[config.mk]
export PLATFORM = sky130hd
export DESIGN_NAME = mips_instr_encoder
export DESIGN_NICKNAME = d
export VERILOG_FILES = /design/src/rtl/mips_instr_encoder.sv
export SDC_FILE = /design/constraint.sdc
export NUM_CORES = 1
export LEC_CHECK = 0
export CAP_MARGIN = 20
export CORE_MARGIN = 10
export CORE_UTILIZATION = 40
export CTS_CLUSTER_DIAMETER = 50
export CTS_CLUSTER_SIZE = 40
export DETAILED_ROUTE_END_ITERATION = 8
export PLACE_DENSITY = 0.84
export SYNTH_ARGS = -nofsm -noshare
export SYNTH_HDL_FRONTEND = slang
export SYNTH_SLANG_ARGS = --single-unit
export TNS_END_PERCENT = 100
[constraint.sdc]
create_clock -name clk -period 3.3 [get_ports clk]
set_input_delay 0.66 -clock clk [delete_from_list [all_inputs] [get_ports clk]]
set_output_delay 0.66 -clock clk [all_outputs]
set_load 0.05 [all_outputs]
[src/rtl/mips_instr_encoder.sv]
// mips_instr_encoder: packs mnemonic requests into 32-bit MIPS words
// and streams them into instruction memory at consecutive addresses.
// Ports: in_* request handshake/fields, flush restarts at address 0,
// imem_* write port (held until imem_ready), words_written/err_illegal/
// full status. Optional MIPS_ENC_DELAY_SLOT_PAD_EN appends a nop after
// every beq/j/jal/jr.
module mips_instr_encoder #(
  parameter int ADDR_W = 8
) (
  input  logic              clk,
  input  logic              rst_n,
  input  logic              in_valid,
  output logic              in_ready,
  input  logic [3:0]        in_op,
  input  logic [4:0]        in_rs,
  input  logic [4:0]        in_rt,
  input  logic [4:0]        in_rd,
  input  logic [15:0]       in_imm,
  input  logic [25:0]       in_target,
  input  logic              flush,
  output logic              imem_we,
  output logic [ADDR_W-1:0] imem_addr,
  output logic [31:0]       imem_wdata,
  input  logic              imem_ready,
  output logic [ADDR_W:0]   words_written,
  output logic              err_illegal,
  output logic              full
);

  localparam logic [1:0] IDLE  = 2'd0;
  localparam logic [1:0] WRITE = 2'd1;
  localparam logic [1:0] PAD   = 2'd2;
  localparam logic [1:0] FULL  = 2'd3;

  localparam logic [ADDR_W-1:0] ADDR_ONE = 1;
  localparam logic [ADDR_W:0]   CNT_ONE  = 1;

  logic [1:0] state;

  logic isAdd, isAnd, isNor, isJr;
  logic isSlt, isAddi, isAndi, isLw;
  logic isSw, isBeq, isJal, isJ;

  assign isAdd  = in_op == 4'd0;
  assign isAnd  = in_op == 4'd1;
  assign isNor  = in_op == 4'd2;
  assign isJr   = in_op == 4'd3;
  assign isSlt  = in_op == 4'd4;
  assign isAddi = in_op == 4'd5;
  assign isAndi = in_op == 4'd6;
  assign isLw   = in_op == 4'd7;
  assign isSw   = in_op == 4'd8;
  assign isBeq  = in_op == 4'd9;
  assign isJal  = in_op == 4'd10;
  assign isJ    = in_op == 4'd11;

  logic [31:0] encWord;
  logic        encLegal;

  // Only the fields the format uses are packed; the rest are dropped.
  always_comb begin
    encWord  = '0;
    encLegal = 1'b1;
    unique case (1'b1)
      isAdd:  encWord = {6'h00, in_rs, in_rt, in_rd, 5'h00, 6'h20};
      isAnd:  encWord = {6'h00, in_rs, in_rt, in_rd, 5'h00, 6'h24};
      isNor:  encWord = {6'h00, in_rs, in_rt, in_rd, 5'h00, 6'h27};
      isSlt:  encWord = {6'h00, in_rs, in_rt, in_rd, 5'h00, 6'h2A};
      isJr:   encWord = {6'h00, in_rs, 15'h0000, 6'h08};
      isAddi: encWord = {6'h08, in_rs, in_rt, in_imm};
      isAndi: encWord = {6'h0C, in_rs, in_rt, in_imm};
      isLw:   encWord = {6'h23, in_rs, in_rt, in_imm};
      isSw:   encWord = {6'h2B, in_rs, in_rt, in_imm};
      isBeq:  encWord = {6'h04, in_rs, in_rt, in_imm};
      isJal:  encWord = {6'h03, in_target};
      isJ:    encWord = {6'h02, in_target};
      default: encLegal = 1'b0;
    endcase
  end

  logic atLast;
  logic padNext;

  assign atLast = imem_addr == {ADDR_W{1'b1}};

`ifdef MIPS_ENC_DELAY_SLOT_PAD_EN
  logic encBranch;
  logic branchReg;

  assign encBranch = isBeq | isJ | isJal | isJr;
  // A branch in the last slot has no room for its delay slot.
  assign padNext   = branchReg & ~atLast;

  always_ff @(posedge clk or negedge rst_n) begin
    if (!rst_n) begin
      branchReg <= 1'b0;
    end else if (flush) begin
      branchReg <= 1'b0;
    end else if (state == IDLE && in_valid && encLegal) begin
      branchReg <= encBranch;
    end
  end
`else
  assign padNext = 1'b0;
`endif

  assign in_ready = state == IDLE;
  assign imem_we  = (state == WRITE) || (state == PAD);
  assign full     = state == FULL;

  always_ff @(posedge clk or negedge rst_n) begin
    if (!rst_n) begin
      state         <= IDLE;
      imem_addr     <= '0;
      imem_wdata    <= '0;
      words_written <= '0;
      err_illegal   <= 1'b0;
    end else if (flush) begin
      state         <= IDLE;
      imem_addr     <= '0;
      imem_wdata    <= '0;
      words_written <= '0;
      err_illegal   <= 1'b0;
    end else begin
      case (state)
        IDLE: begin
          if (in_valid) begin
            if (encLegal) begin
              imem_wdata <= encWord;
              state      <= WRITE;
            end else begin
              err_illegal <= 1'b1;
            end
          end
        end
        WRITE: begin
          if (imem_ready) begin
            words_written <= words_written + CNT_ONE;
            if (padNext) begin
              imem_addr  <= imem_addr + ADDR_ONE;
              imem_wdata <= '0;
              state      <= PAD;
            end else if (atLast) begin
              state <= FULL;
            end else begin
              imem_addr <= imem_addr + ADDR_ONE;
              state     <= IDLE;
            end
          end
        end
`ifdef MIPS_ENC_DELAY_SLOT_PAD_EN
        PAD: begin
          if (imem_ready) begin
            words_written <= words_written + CNT_ONE;
            if (atLast) begin
              state <= FULL;
            end else begin
              imem_addr <= imem_addr + ADDR_ONE;
              state     <= IDLE;
            end
          end
        end
`endif
        FULL: begin
          state <= FULL;
        end
        default: begin
          state <= IDLE;
        end
      endcase
    end
  end

endmodule

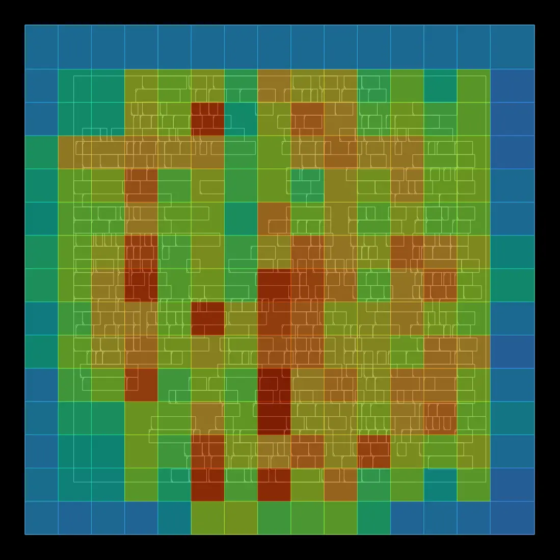
congestion.png
met3 usage: 3.898%
Final Util: 59.17%
busiest grt layer: met2

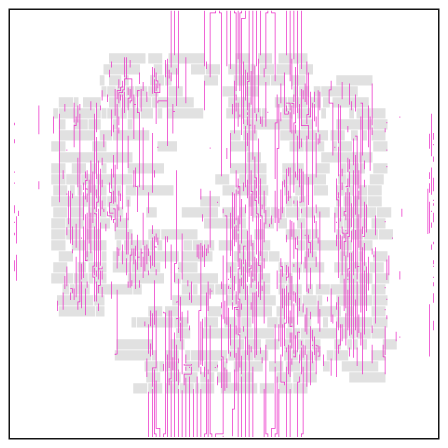
layer_met2.png
Cells faint in the background.
share of all routed wire: 50%
longest straight run: 48.3 um
main direction: vertical
nets with wire on the layer: 437

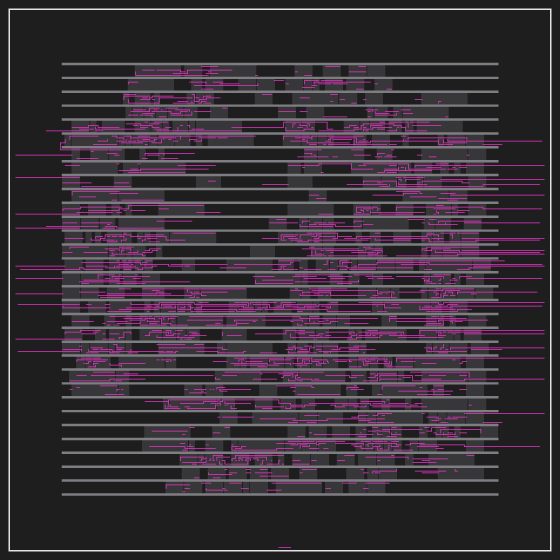
layer_met1.png
Supply wires on this layer in gray. Cells faint in the background.
share of all routed wire: 44%
nets with wire on the layer: 453
main direction: horizontal
longest straight run: 29.0 um
wire length on this layer: 4,120 um

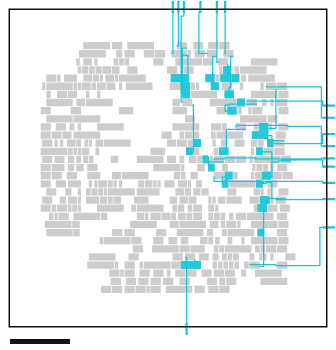
io_fan.png
Scale bar: 20 um.
| color | port | direction | edge | end cells | wire |
|---|---|---|---|---|---|
| cyan | `in_imm` | input | 9 right, 6 top, 1 bottom | 32 | 636 um |

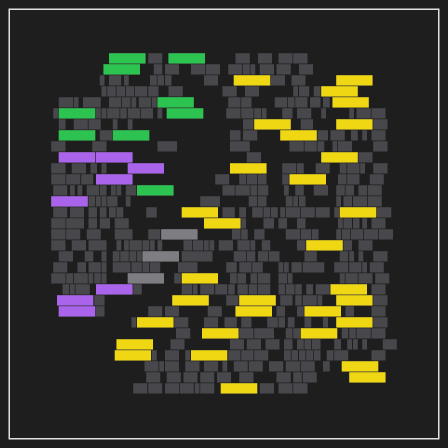
flops_by_reg.png
| color | signal | sequential cells |
|---|---|---|
| yellow | `imem_wdata` | 31 |
| green | `words_written` | 9 |
| purple | `imem_addr` | 8 |
not colored: 3

==> flow_metrics.tcl <==
# yosys + openroad results
set metrics [dict create \
    final-nonclk-buf-share_pct 28.72 \
    buffers 125 \
    layout_top_cell "clkdlybuf4s50_1" \
    dp_slack_ns 0.4981 \
    outcome "finished clean" \
    seq_area_mm2 0.001276 \
    fp_util_pct 40.79 \
    postCtsSetupBuffers 0 \
    vias_per_cell 5.413 \
    power_leader "registers" \
    layout-drive-gt1-share_pct 5.275 \
    pg_comb_uw 450 \
    min_period_ns 2.701 \
    crit_required_ns 2.64 \
    final-instance-count-excl-fill 535 \
    dpl.hpwl_mm 7.343 \
    drtIter0Drc 171 \
    ys_cells 325 \
    slowest_stage "clkdlybuf4s50_1" \
    comb_share_pct 35.17 \
    fp.dieH_um 105.8 \
    vias 2896 \
    finalClockPeriodUsage_pct 81.84 \
    clk_pin_slew_ns 0.10 \
    htreeDepth 2 \
    io_pins 119 \
    setup_tns_ns 0 \
    worst_pin_slew_ns 0.7388 \
    top_cell "dfrtp_1" \
    synth_area_leader_cell "dfrtp_1" \
    p_total_mw 1.480 \
]
worst reg2reg max path: stages (launching register included):
cell	delay [ns]
dfrtp_1	0.42
inv_1	0.11
ha_1	0.33
nand3b_1	0.25
a21oi_1	0.46
a32o_1	0.24
worst paths after layout:
path / startpoint / end / cells after the start
setup / recovery: state[1] / in_ready / 3
hold / removal: rst_n / imem_wdata[3] / 1
setup reg to reg: state[1] / imem_wdata[2] / 5
hold reg to reg: imem_wdata[6] / imem_wdata[6] / 2
max in group asynchronous: rst_n / imem_wdata[6] / 2
min in group clk: imem_wdata[6] / imem_wdata[6] / 2
layer usage:
layer | routed length (um) | vias up | share of wire, %
met2 | 4735 | 105 | 50
met1 | 4117 | 1386 | 44
li1 | - | 1399 | -
met4 | 57 | 0 | 0.60
met5 | 0 | - | 0
met3 | 535 | 6 | 5.7
